--- src/rtl/sad_pkg.sv ---
// Shared definitions for the SAD full-search sequencer.
//   state_t      : sequencer FSM states
//   DEF_*        : default frame / window / width parameters
//   SAD_MAX      : all-ones SAD at the default width ("no candidate yet")
package sad_pkg;

  typedef enum logic [1:0] {
    IDLE,
    ISSUE,
    UPDATE,
    FINISH
  } state_t;

  localparam int DEF_FRAME_W = 64;
  localparam int DEF_FRAME_H = 64;
  localparam int DEF_WIN_W   = 4;
  localparam int DEF_WIN_H   = 4;
  localparam int DEF_SAD_W   = 13;
  localparam int DEF_ADDR_W  = 32;

  localparam logic [DEF_SAD_W-1:0] SAD_MAX = '1;

endpackage

--- src/rtl/sad_pos_counter.sv ---
// Candidate position stepper for the dual-lane SAD search.
// Holds col (advancing by 2 per step), row, and a row pointer
// (base_addr + row*FRAME_W built up by repeated addition, no multiplier).
// Ports:
//   Clk, Reset   : clock, synchronous active-low reset
//   clear        : restart at position (0,0) with row pointer = base_addr
//   advance      : move to the next lane-pair position
//   base_addr    : frame origin, loaded on clear
//   next_addr    : lane-A address of the position after the current one
//   last_in_row  : current step is the final step of its row
//   last_pos     : current step is the final step of the frame
//   b_invalid    : lane B of the current step lies past the last column
module sad_pos_counter
  import sad_pkg::*;
#(
  parameter int FRAME_W = DEF_FRAME_W,
  parameter int FRAME_H = DEF_FRAME_H,
  parameter int WIN_W   = DEF_WIN_W,
  parameter int WIN_H   = DEF_WIN_H,
  parameter int ADDR_W  = DEF_ADDR_W
) (
  input  logic              Clk,
  input  logic              Reset,
  input  logic              clear,
  input  logic              advance,
  input  logic [ADDR_W-1:0] base_addr,
  output logic [ADDR_W-1:0] next_addr,
  output logic              last_in_row,
  output logic              last_pos,
  output logic              b_invalid
);

  localparam int NC    = FRAME_W - WIN_W + 1;
  localparam int NR    = FRAME_H - WIN_H + 1;
  localparam int COL_W = $clog2(NC + 2);
  localparam int ROW_W = $clog2(NR + 1);

  logic [COL_W-1:0]  col;
  logic [ROW_W-1:0]  row;
  logic [ADDR_W-1:0] row_ptr;

  // NOTE: every always_comb output gets a value on every path, so no latch is inferred.
  always_comb begin
    last_in_row = (int'(col) + 2 >= NC);
    b_invalid   = (int'(col) + 1 == NC);
    last_pos    = last_in_row && (int'(row) == NR - 1);
    if (last_in_row) next_addr = row_ptr + ADDR_W'(FRAME_W);
    else             next_addr = row_ptr + ADDR_W'(int'(col) + 2);
  end

  always_ff @(posedge Clk) begin
    if (!Reset) begin
      col     <= '0;
      row     <= '0;
      row_ptr <= '0;
    end else if (clear) begin
      col     <= '0;
      row     <= '0;
      row_ptr <= base_addr;
    end else if (advance) begin
      if (last_in_row) begin
        col     <= '0;
        row     <= row + ROW_W'(1);
        row_ptr <= row_ptr + ADDR_W'(FRAME_W);
      end else begin
        col     <= col + COL_W'(2);
      end
    end
  end

endmodule

--- src/rtl/sad_search_sequencer.sv ---
// Full-search SAD motion-estimation sequencer for a dual-lane SAD/min datapath.
// Walks every window position row-major, two adjacent candidates per step,
// handshakes each step with the SAD engine, drives the min-register controls
// and keeps a shadow copy of the best SAD and its address.
// Ports:
//   Clk, Reset          : clock, synchronous active-low reset
//   start, base_addr    : begin a search at frame origin base_addr
//   busy, done          : search in progress / one-cycle completion pulse
//   sad_req, sad_ack    : SAD engine handshake
//   sad_addr, sad_stride: lane-A candidate address, lane-B offset (1)
//   sad_a, sad_b        : returned SAD values for lanes A and B
//   window_shift, frame_shift, min_in, load_min : datapath min-register controls
//   best_sad, best_addr : running minimum and its candidate address
module sad_search_sequencer
  import sad_pkg::*;
#(
  parameter int FRAME_W = DEF_FRAME_W,
  parameter int FRAME_H = DEF_FRAME_H,
  parameter int WIN_W   = DEF_WIN_W,
  parameter int WIN_H   = DEF_WIN_H,
  parameter int SAD_W   = DEF_SAD_W,
  parameter int ADDR_W  = DEF_ADDR_W
) (
  input  logic              Clk,
  input  logic              Reset,
  input  logic              start,
  input  logic [ADDR_W-1:0] base_addr,
  output logic              busy,
  output logic              done,
  output logic              sad_req,
  input  logic              sad_ack,
  output logic [ADDR_W-1:0] sad_addr,
  output logic [9:0]        sad_stride,
  input  logic [SAD_W-1:0]  sad_a,
  input  logic [SAD_W-1:0]  sad_b,
  output logic              window_shift,
  output logic              frame_shift,
  output logic              min_in,
  output logic              load_min,
  output logic [SAD_W-1:0]  best_sad,
  output logic [ADDR_W-1:0] best_addr
);

  localparam logic [SAD_W-1:0] SAD_ALL_ONES = '1;

  state_t            state;
  logic [SAD_W-1:0]  cap_a;
  logic [SAD_W-1:0]  cap_b;
  logic [ADDR_W-1:0] next_addr;
  logic              last_in_row;
  logic              last_pos;
  logic              b_invalid;
  logic              pick_b;
  logic [SAD_W-1:0]  pick_sad;
  logic [ADDR_W-1:0] pick_addr;

  assign sad_stride = 10'd1;

  sad_pos_counter #(
    .FRAME_W (FRAME_W),
    .FRAME_H (FRAME_H),
    .WIN_W   (WIN_W),
    .WIN_H   (WIN_H),
    .ADDR_W  (ADDR_W)
  ) u_pos (
    .Clk         (Clk),
    .Reset       (Reset),
    .clear       (state == IDLE && start),
    .advance     (state == UPDATE),
    .base_addr   (base_addr),
    .next_addr   (next_addr),
    .last_in_row (last_in_row),
    .last_pos    (last_pos),
    .b_invalid   (b_invalid)
  );

  // Lane A wins ties so the earlier (left) candidate is preferred.
  always_comb begin
    pick_b    = (cap_b < cap_a);
    pick_sad  = pick_b ? cap_b : cap_a;
    pick_addr = sad_addr + ADDR_W'(pick_b);
  end

  // NOTE: all state here is sequential and uses non-blocking assignments, so every
  // read in this block sees the value from before the clock edge.
  always_ff @(posedge Clk) begin
    if (!Reset) begin
      state        <= IDLE;
      busy         <= 1'b0;
      done         <= 1'b0;
      sad_req      <= 1'b0;
      sad_addr     <= '0;
      window_shift <= 1'b0;
      frame_shift  <= 1'b0;
      min_in       <= 1'b0;
      load_min     <= 1'b0;
      best_sad     <= SAD_ALL_ONES;
      best_addr    <= '0;
      cap_a        <= SAD_ALL_ONES;
      cap_b        <= SAD_ALL_ONES;
    end else begin
      done         <= 1'b0;
      window_shift <= 1'b0;
      frame_shift  <= 1'b0;
      min_in       <= 1'b0;
      load_min     <= 1'b0;
      case (state)
        IDLE: begin
          if (start) begin
            state     <= ISSUE;
            busy      <= 1'b1;
            sad_req   <= 1'b1;
            sad_addr  <= base_addr;
            best_sad  <= SAD_ALL_ONES;
            best_addr <= base_addr;
          end
        end
        ISSUE: begin
          if (sad_ack) begin
            state        <= UPDATE;
            sad_req      <= 1'b0;
            cap_a        <= sad_a;
            cap_b        <= b_invalid ? SAD_ALL_ONES : sad_b;
            min_in       <= 1'b1;
            frame_shift  <= last_in_row;
            window_shift <= !last_in_row;
          end
        end
        UPDATE: begin
          // Strict compare: an equal later value never displaces the earlier best.
          if (pick_sad < best_sad) begin
            best_sad  <= pick_sad;
            best_addr <= pick_addr;
          end
          if (last_pos) begin
            state    <= FINISH;
            done     <= 1'b1;
            load_min <= 1'b1;
          end else begin
            state    <= ISSUE;
            sad_req  <= 1'b1;
            sad_addr <= next_addr;
          end
        end
        FINISH: begin
          state <= IDLE;
          busy  <= 1'b0;
        end
        default: state <= IDLE;
      endcase
    end
  end

endmodule
--- config.mk ---
export PLATFORM = sky130hd
export DESIGN_NAME = sad_search_sequencer
export DESIGN_NICKNAME = d
export VERILOG_FILES = /design/src/rtl/sad_pkg.sv /design/src/rtl/sad_pos_counter.sv /design/src/rtl/sad_search_sequencer.sv
export SDC_FILE = /design/constraint.sdc
export NUM_CORES = 1
export LEC_CHECK = 0
export CORE_UTILIZATION = 60
export CTS_BUF_LIST = sky130_fd_sc_hd__clkbuf_4
export CTS_CLUSTER_DIAMETER = 120
export DETAILED_ROUTE_END_ITERATION = 8
export PLACE_DENSITY = 0.88
export SLEW_MARGIN = 20
export SYNTH_ARGS = -nofsm -noshare
export SYNTH_HDL_FRONTEND = slang
export SYNTH_SLANG_ARGS = --single-unit
--- constraint.sdc ---
create_clock -name Clk -period 6.2 [get_ports Clk]
set_input_delay 1.24 -clock Clk [delete_from_list [all_inputs] [get_ports Clk]]
set_output_delay 1.24 -clock Clk [all_outputs]
set_load 0.05 [all_outputs]
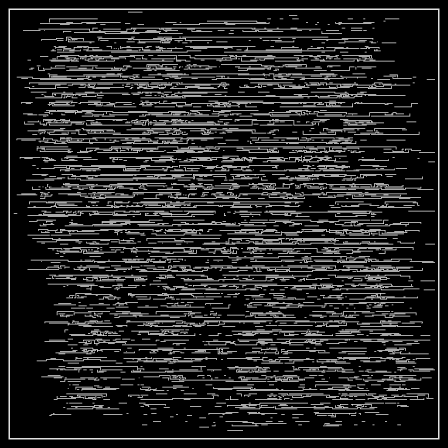
**Above:** metal 1.
wire length on this layer = 11,800 um
nets with wire on the layer = 1,265
longest straight run = 43.2 um
main direction = horizontal
share of all routed wire = 44%

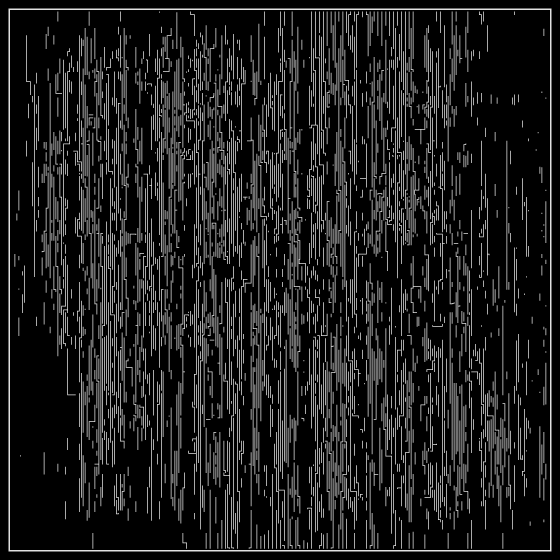
**Above:** met2 routing.
longest straight run = 45.9 um
wire length on this layer = 11,900 um
nets with wire on the layer = 1,125

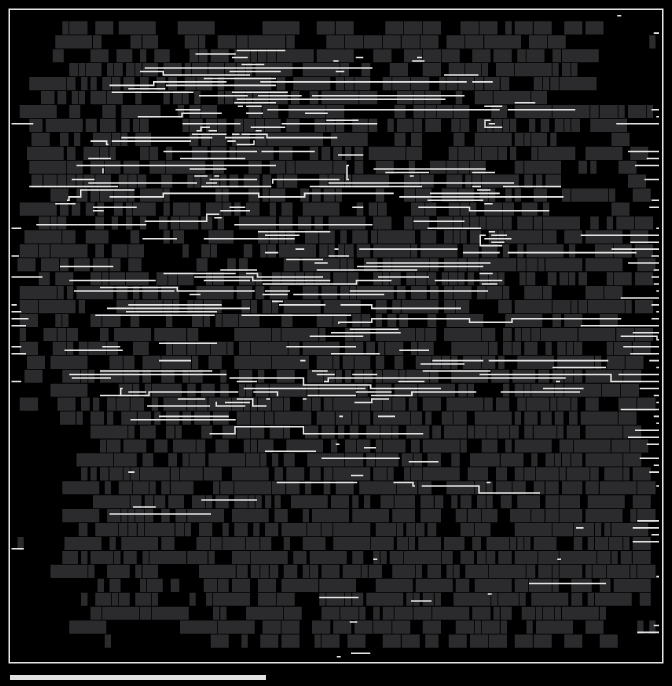
**Above:** signal wires on met3.
Scale bar: 50 um.
wire length on this layer = 2,730 um
share of all routed wire = 10%
main direction = horizontal
nets with wire on the layer = 207
longest straight run = 46.2 um

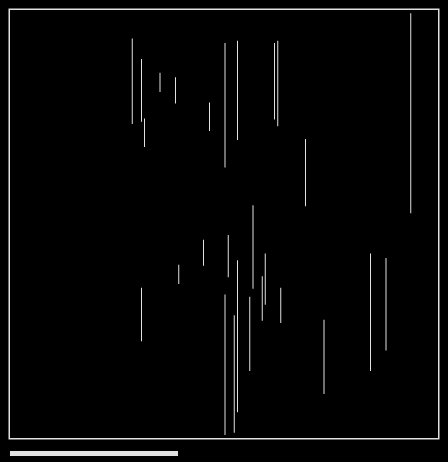
**Above:** met4 routing.
Scale bar: 50 um.
share of all routed wire = 2.2%
longest straight run = 59.2 um

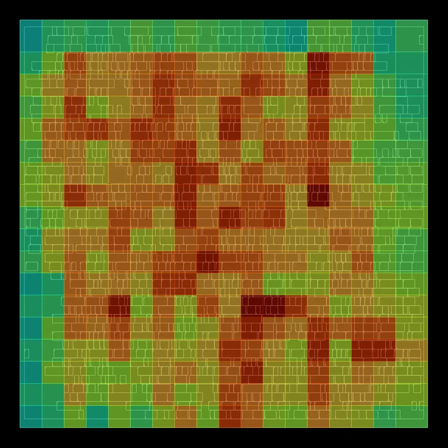
**Above:** track usage over the die.
gr busiest metal: met2
GRT Overall Usage: 33.6%
Core Util, Final: 72.7%

==> Slide: Implementation Results <==
Synthesis and Place & Route Summary

Outcome
  – Status: completed

Floorplan
  – Core Rows: roughly 45
  – Die width: 127 um

STA
  – RSZ-0062 raised after global routing: false
  – Tmin final: between 4 and 5 ns
  – Fmax: 0.221 GHz
  – Final Cycle Share: between 70 and 80%

Global route
  – Vias in the first global route: between 8,000 and 9,000
  – Initial antenna violation count: 1

Route
  – Post-route DRC: 0
  – Met2 WL: roughly 12,000 um
  – DRT met1 WL: about 12,000 um

Layout
  – Largest class: multi-input combinational cells
  – Fin nets: roughly 1,400
  – Buffering overhead: between 10% and 20%

Logic synthesis
  – XOR Share, Synth: ~6.7%
  – YS chip area: 0.00941 mm2
  – Adder Area Share: 4.92%
  – Top cells by count, synth: 180 x nand2_1, 154 x dfxtp_1, 95 x o21ai_0
  – Synth area leaders: dfxtp_1 33%, nand2_1 7.2%, o21ai_0 5.1%

Critical path
  – Crit-path slowest cell: o21a_1
  – Max incr delay on CP: 0.54 ns
  – Slack of the worst reg-to-reg path: around 1.7 ns
  – R2R cell count: 17

Worst hold path
  – Hold Path Sink: best_addr[15]$_SDFFE_PN0P_

Job
  – Max-cap viol count: 0
